**src/rtl/regfile_pkg.sv**
```systemverilog
`default_nettype none
// ============================================================================
// Module      : regfile_pkg
// Description : Shared op and transfer-state encodings for register_file_banked.
// Revision    : 1.0 - initial release
// ============================================================================
package regfile_pkg;

    typedef enum logic [1:0] {
        REG_NOP   = 2'd0,
        REG_WRITE = 2'd1,
        REG_INC   = 2'd2,
        REG_DEC   = 2'd3
    } regfile_op_e;

    typedef enum logic [1:0] {
        IDLE = 2'd0,
        DUMP = 2'd1,
        LOAD = 2'd2,
        DONE = 2'd3
    } xfer_state_e;

endpackage
`default_nettype wire

```
**src/rtl/regfile_serial_xfer.sv**
```systemverilog
`default_nettype none
// ============================================================================
// Module      : regfile_serial_xfer
// Description : Serial bank dump/load sequencer; the parent owns the storage.
// Revision    : 1.0 - initial release
// ============================================================================
module regfile_serial_xfer
    import regfile_pkg::*;
#(
    parameter int  DATA_WIDTH = 8,
    parameter int  BANK_DEPTH = 16,
    localparam int IDX_W      = $clog2(BANK_DEPTH),
    localparam int BIT_W      = (DATA_WIDTH > 1) ? $clog2(DATA_WIDTH) : 1
) (
    input  logic                  clk,
    input  logic                  rst,
    input  logic                  i_start,
    input  logic                  i_load,
    input  logic                  i_ser_in,
    output logic                  o_busy,
    output logic                  o_ser_valid,
    output logic                  o_done,
    output logic                  o_dump,
    output logic [IDX_W-1:0]      o_word_idx,
    output logic [BIT_W-1:0]      o_bit_idx,
    output logic                  o_bank_we,
    output logic [DATA_WIDTH-1:0] o_bank_wdata
);

    localparam logic [BIT_W-1:0] c_BIT_LAST  = BIT_W'(DATA_WIDTH - 1);
    localparam logic [IDX_W-1:0] c_WORD_LAST = IDX_W'(BANK_DEPTH - 1);

    xfer_state_e           r_state;
    xfer_state_e           w_state_nxt;
    logic [BIT_W-1:0]      r_bit;
    logic [IDX_W-1:0]      r_word;
    logic [DATA_WIDTH-1:0] r_shift;
    logic [DATA_WIDTH-1:0] w_shift_nxt;
    logic                  w_bit_last;
    logic                  w_active;

    assign w_bit_last  = (r_bit == c_BIT_LAST);
    assign w_active    = (r_state == DUMP) || (r_state == LOAD);
    // LSB arrives first, so each new bit enters at the top and walks down.
    assign w_shift_nxt = {i_ser_in, r_shift[DATA_WIDTH-1:1]};

    always_ff @(posedge clk or posedge rst) begin
        if (rst) begin
            r_state <= IDLE;
            r_bit   <= '0;
            r_word  <= '0;
            r_shift <= '0;
        end else begin
            r_state <= w_state_nxt;
            if (w_active) begin
                r_bit <= w_bit_last ? '0 : r_bit + 1'b1;
                if (w_bit_last) begin
                    r_word <= r_word + 1'b1;
                end
            end else begin
                r_bit  <= '0;
                r_word <= '0;
            end
            if (r_state == LOAD) begin
                r_shift <= w_shift_nxt;
            end
        end
    end

    always_comb begin
        w_state_nxt  = r_state;
        o_busy       = 1'b1;
        o_ser_valid  = 1'b0;
        o_done       = 1'b0;
        o_dump       = 1'b0;
        o_bank_we    = 1'b0;
        case (r_state)
            IDLE: begin
                o_busy = 1'b0;
                if (i_start) begin
                    w_state_nxt = i_load ? LOAD : DUMP;
                end
            end
            DUMP: begin
                o_ser_valid = 1'b1;
                o_dump      = 1'b1;
                if (w_bit_last && (r_word == c_WORD_LAST)) begin
                    w_state_nxt = DONE;
                end
            end
            LOAD: begin
                o_ser_valid = 1'b1;
                o_bank_we   = w_bit_last;
                if (w_bit_last && (r_word == c_WORD_LAST)) begin
                    w_state_nxt = DONE;
                end
            end
            DONE: begin
                o_done      = 1'b1;
                w_state_nxt = IDLE;
            end
            default: w_state_nxt = IDLE;
        endcase
    end

    assign o_word_idx   = r_word;
    assign o_bit_idx    = r_bit;
    assign o_bank_wdata = w_shift_nxt;

endmodule
`default_nettype wire

```
**src/rtl/register_file_banked.sv**
```systemverilog
`default_nettype none
// ============================================================================
// Module      : register_file_banked
// Description : GPR file with indirect bank, INC/DEC, post-increment pointers
//               and serial bank dump/load. REGFILE_BYPASS_EN enables
//               write-to-read forwarding.
// Revision    : 1.0 - initial release
// ============================================================================
module register_file_banked
    import regfile_pkg::*;
#(
    parameter int  DATA_WIDTH = 8,
    parameter int  NUM_REGS   = 4,
    parameter int  BANK_DEPTH = 16,
    localparam int SEL_W      = $clog2(NUM_REGS),
    localparam int IDX_W      = $clog2(BANK_DEPTH),
    localparam int XFER_BITS  = BANK_DEPTH * DATA_WIDTH
) (
    input  logic                  clk,
    input  logic                  rst,
    input  regfile_op_e           i_op,
    input  logic [SEL_W-1:0]      i_wr_sel,
    input  logic                  i_wr_indirect,
    input  logic                  i_post_inc,
    input  logic [DATA_WIDTH-1:0] i_wr_data,
    input  logic [SEL_W-1:0]      i_rd1_sel,
    input  logic [SEL_W-1:0]      i_rd2_sel,
    input  logic                  i_rd1_indirect,
    output logic [DATA_WIDTH-1:0] o_rd1_data,
    output logic [DATA_WIDTH-1:0] o_rd2_data,
    output logic [DATA_WIDTH-1:0] o_ptr_out,
    output logic [XFER_BITS-1:0]  o_bank_flat,
    input  logic                  i_xfer_start,
    input  logic                  i_xfer_load,
    input  logic                  i_ser_in,
    output logic                  o_ser_out,
    output logic                  o_ser_valid,
    output logic                  o_busy,
    output logic                  o_xfer_done,
    output logic                  o_op_dropped
);

    localparam int BIT_W = (DATA_WIDTH > 1) ? $clog2(DATA_WIDTH) : 1;

    logic [DATA_WIDTH-1:0] r_gpr  [NUM_REGS];
    logic [DATA_WIDTH-1:0] r_bank [BANK_DEPTH];
    logic                  r_op_dropped;

    logic                  w_dump;
    logic                  w_bank_we;
    logic [IDX_W-1:0]      w_xfer_word;
    logic [BIT_W-1:0]      w_xfer_bit;
    logic [DATA_WIDTH-1:0] w_xfer_wdata;

    logic                  w_accept;
    logic [IDX_W-1:0]      w_wr_idx;
    logic [IDX_W-1:0]      w_rd1_idx;
    logic [DATA_WIDTH-1:0] w_wr_old;
    logic [DATA_WIDTH-1:0] w_wr_result;
    logic [DATA_WIDTH-1:0] w_ptr_inc;

    regfile_serial_xfer #(
        .DATA_WIDTH (DATA_WIDTH),
        .BANK_DEPTH (BANK_DEPTH)
    ) u_xfer (
        .clk          (clk),
        .rst          (rst),
        .i_start      (i_xfer_start),
        .i_load       (i_xfer_load),
        .i_ser_in     (i_ser_in),
        .o_busy       (o_busy),
        .o_ser_valid  (o_ser_valid),
        .o_done       (o_xfer_done),
        .o_dump       (w_dump),
        .o_word_idx   (w_xfer_word),
        .o_bit_idx    (w_xfer_bit),
        .o_bank_we    (w_bank_we),
        .o_bank_wdata (w_xfer_wdata)
    );

    assign w_accept  = (i_op != REG_NOP) && !o_busy;
    assign w_wr_idx  = r_gpr[i_wr_sel][IDX_W-1:0];
    assign w_rd1_idx = r_gpr[i_rd1_sel][IDX_W-1:0];
    assign w_wr_old  = i_wr_indirect ? r_bank[w_wr_idx] : r_gpr[i_wr_sel];
    assign w_ptr_inc = r_gpr[i_wr_sel] + 1'b1;

    always_comb begin
        w_wr_result = w_wr_old;
        case (i_op)
            REG_WRITE: w_wr_result = i_wr_data;
            REG_INC:   w_wr_result = w_wr_old + 1'b1;
            REG_DEC:   w_wr_result = w_wr_old - 1'b1;
            default:   w_wr_result = w_wr_old;
        endcase
    end

    always_ff @(posedge clk or posedge rst) begin
        if (rst) begin
            for (int i = 0; i < NUM_REGS; i++) begin
                r_gpr[i] <= '0;
            end
        end else if (w_accept) begin
            if (!i_wr_indirect) begin
                r_gpr[i_wr_sel] <= w_wr_result;
            end else if (i_post_inc) begin
                r_gpr[i_wr_sel] <= w_ptr_inc;
            end
        end
    end

    // Ops and the load engine never collide: ops are only accepted while idle.
    always_ff @(posedge clk or posedge rst) begin
        if (rst) begin
            for (int i = 0; i < BANK_DEPTH; i++) begin
                r_bank[i] <= '0;
            end
        end else if (w_accept && i_wr_indirect) begin
            r_bank[w_wr_idx] <= w_wr_result;
        end else if (w_bank_we) begin
            r_bank[w_xfer_word] <= w_xfer_wdata;
        end
    end

    always_ff @(posedge clk or posedge rst) begin
        if (rst) begin
            r_op_dropped <= 1'b0;
        end else begin
            r_op_dropped <= (i_op != REG_NOP) && o_busy;
        end
    end

    always_comb begin
        o_rd1_data = i_rd1_indirect ? r_bank[w_rd1_idx] : r_gpr[i_rd1_sel];
        o_rd2_data = r_gpr[i_rd2_sel];
`ifdef REGFILE_BYPASS_EN
        if (w_accept) begin
            if (i_wr_indirect) begin
                if (i_rd1_indirect && (w_rd1_idx == w_wr_idx)) begin
                    o_rd1_data = w_wr_result;
                end
                if (i_post_inc) begin
                    if (!i_rd1_indirect && (i_rd1_sel == i_wr_sel)) begin
                        o_rd1_data = w_ptr_inc;
                    end
                    if (i_rd2_sel == i_wr_sel) begin
                        o_rd2_data = w_ptr_inc;
                    end
                end
            end else begin
                if (!i_rd1_indirect && (i_rd1_sel == i_wr_sel)) begin
                    o_rd1_data = w_wr_result;
                end
                if (i_rd2_sel == i_wr_sel) begin
                    o_rd2_data = w_wr_result;
                end
            end
        end
`endif
    end

    assign o_ptr_out    = r_gpr[NUM_REGS-1];
    assign o_ser_out    = w_dump ? r_bank[w_xfer_word][w_xfer_bit] : 1'b0;
    assign o_op_dropped = r_op_dropped;

    for (genvar gi = 0; gi < BANK_DEPTH; gi++) begin : g_flat
        assign o_bank_flat[gi*DATA_WIDTH +: DATA_WIDTH] = r_bank[gi];
    end

endmodule
`default_nettype wire

```
**config.mk**
```make
export PLATFORM = sky130hd
export DESIGN_NAME = register_file_banked
export DESIGN_NICKNAME = d
export VERILOG_FILES = /design/src/rtl/regfile_pkg.sv /design/src/rtl/regfile_serial_xfer.sv /design/src/rtl/register_file_banked.sv
export SDC_FILE = /design/constraint.sdc
export NUM_CORES = 1
export LEC_CHECK = 0
export CORE_ASPECT_RATIO = 0.75
export CORE_MARGIN = 2
export CORE_UTILIZATION = 55
export CTS_CLUSTER_DIAMETER = 100
export DETAILED_ROUTE_END_ITERATION = 8
export GPL_TIMING_DRIVEN = 0
export PLACE_DENSITY = 0.92
export SYNTH_ARGS = -nofsm -noshare
export SYNTH_HDL_FRONTEND = slang
export SYNTH_SLANG_ARGS = --single-unit
```
**constraint.sdc**
```tcl
create_clock -name clk -period 17.1 [get_ports clk]
set_clock_uncertainty 0.1 [all_clocks]
set_input_delay 3.42 -clock clk [delete_from_list [all_inputs] [get_ports clk]]
set_output_delay 3.42 -clock clk [all_outputs]
set_load 0.01 [all_outputs]
```
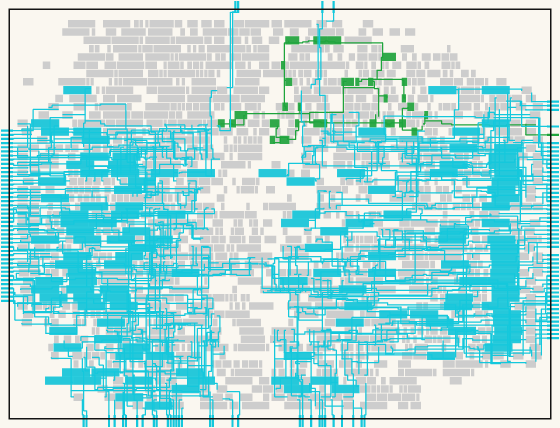
Figure 1: port wiring.
| colour | port | direction | edge | end cells | buffers | wire |
|---|---|---|---|---|---|---|
| green | i_wr_indirect | input | right | 29 | 4 | 315 um |
| cyan | o_bank_flat | output | 51 right, 42 left, 31 bottom, 4 top | 128 | 128 | 11500 um |

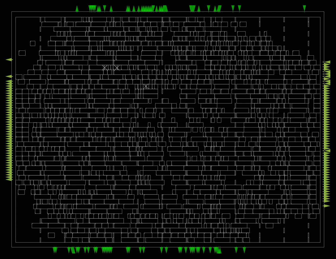
Figure 2: placement view.
Seq/total area: 29.37%
sequential cell count: 177
core footprint: 22050 um^2
FP Rows: 47

==> impl_metrics.yaml <==
# physical design summary
status:
  status: "complete, but fails checks"
  violations: "design-rule violations"
grt:
  antenna_found_initial: 0
  grt_usage_pct: 42.58
  overflow: 0
final_layout:
  lay_top_count: "dfrtp_1"
  final_cells: 1598
  nNetsFinal: 1337
  antenna_cells: 0
  area_growth_pct: 22.24
  drive_above_1_share_pct: 19.94
  final_cell_mix: "177 x dfrtp_1, 174 x clkdlybuf4s50_1, 123 x a22oi_1"
setup_path:
  start_kind: "input pin"
  startpoint: "i_rd1_sel[1]"
  r2r_cells: 13
  critPathKind: "input pin to output port"
  r2r-end: "o_bank_flat[101]"
  reg2reg_from: "o_ptr_out[0]"
  setup.worst_path.end_class: "output port"
  critical_path_required_ps: 13580
  crit_buf_inv: 4
  cp_cell_sequence: "clkbuf_1 > mux4_2 > clkbuf_1 > buf_2 > mux4_2 > mux2i_1 > o21ai_0 > mux2_2 > clkdlybuf4s50_1"
  slowest_delay_ps: 580
yosys:
  ys_cells: 1097
  yosys.cell_types.count: 63
  edf_count: 0
  most_common_cell: "dfrtp_1"
  synth_area_per_cell_um2: 11.25
  top_cell_area_share_pct: 35.90
  netlist_instances: 1097
  ys_seq_elements: 177
  ys_chip_area_um2: 12340
  ys_warn_count: 0
power:
  pwr-share-clk_pct: 14.6
  irDropWorstVdd_uv: 79.85
  swShare_pct: 46.17
  powerSeq_mw: 0.804
  comb_power_share_pct: 57.0
  p_switching_mw: 1.310
  p_total_mw: 2.837
  p_int_mw: 1.527
  p_clk_mw: 0.415
clocking:
  cts.path.max_buffers: 2
  cts_sinks: 177
  clkLatencyLatePin_ps: 460
  cts-root-buf: "clkbuf_16"
  cts.htree.levels: 4
  cts_setup_buffers: 0
  cts_resized: 0
min_path:
  min_path_cells: 2
  hold_end: "r_gpr[16]"
  hold_start: "r_gpr[16]"
sta:
  min_period_ps: 10620
  setup_tns_ps: 0
  whs_ps: 445.5
  period_used_pct: 62.12
  rsz0062_at_grt: "false"
  setup_violations: 0
  fmax_mhz: 94.14
run:
  maxCapViolations: 0
drt:
  antenna_left: 0
  routed_wl_um: 49240
  wl_per_cell_um: 30.81
  drc_errors: 5
  vias: 12140
die:
  die_width_um: 176.9
  die-height_um: 133.7
  floorplan.core_util_pct: 55.94
  io_pins: 181
placement:
  place_congestion: 1.030
  post-place-cells: 1566
  numPortBuffers: 174
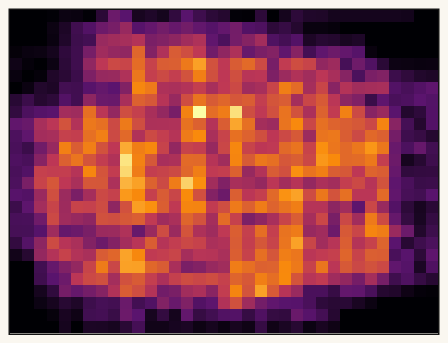
Figure 3: wiring heat map.
35 x 27 tiles, from black (low) to pale yellow (high), scaled to the fullest tile. Values are wire area over tile area, all layers added.
mean over tiles: 0.38
densest ninth of the die: middle
fullest tile: 1.0
tiles over half the peak: 36%
nearly empty tiles: 8.7%

==> stage by stage <==
| stage | worst slack [ps] | util, % |
|---|---|---|
| floorplan | 7863 | - |
| global placement | 6569 | 65.51 |
| detailed placement | 6625 | 65.67 |
| CTS | 6617 | 68.39 |
| global route | 6459 | 68.39 |
| finish | 6477 | 68.39 |
==> flip-flops by register name, indices dropped and copies added (netlist names) <==
name,count
u_xfer.o_word_idx,4
u_xfer.o_bit_idx,3
u_xfer.r_state,2
u_xfer.r_shift,7
o_bank_flat,128
o_ptr_out,8
o_op_dropped,1
r_gpr,24
==> kinds of logic (layout without fill, tap and decap cells) <==
group / Yosys count / in the layout / share of synthesized area [%]
AOI/OAI and AO/OA: 363 / 363 / 19.77
muxes: 203 / 203 / 28.89
and+or+nand+nor: 202 / 202 / 7.637
DFF: 177 / 177 / 35.90
buffers and inverters: 119 / 326 / 4.726
adders and majority gates: 22 / 22 / 2.292
xor gates and xnor gates: 11 / 11 / 0.7810
==> worst register-to-register path, cell delays in order (launching register included) <==
cell and delay [ps]:
dfrtp_1 430, mux4_2 660, inv_2 200, buf_2 370, mux2_2 420, a22o_1 230, a2bb2oi_1 430, ha_1 370
a21o_1 240, a2111oi_0 570, a221oi_1 260, a21oi_2 520, buf_2 390, o21ai_1 130
==> final cells by class <==
cell class / count / area [um^2]
inverter: 15 / 63.81
clock buffer: 19 / 432.9
timing repair buffer: 175 / 1769
clock inverter: 13 / 166.4
fill: 1605 / 6972
sequential: 177 / 4429
tap: 294 / 367.9
multi-input combinational: 801 / 7325
buffer: 104 / 526.8
==> routing by layer <==
layer	global-route usage (%)	wire [um]
met1	60.64	17880
met2	58.77	20080
met3	18.38	9244
met4	13.64	2041
met5	0	0
Power is estimated from default activity; no workload was simulated.
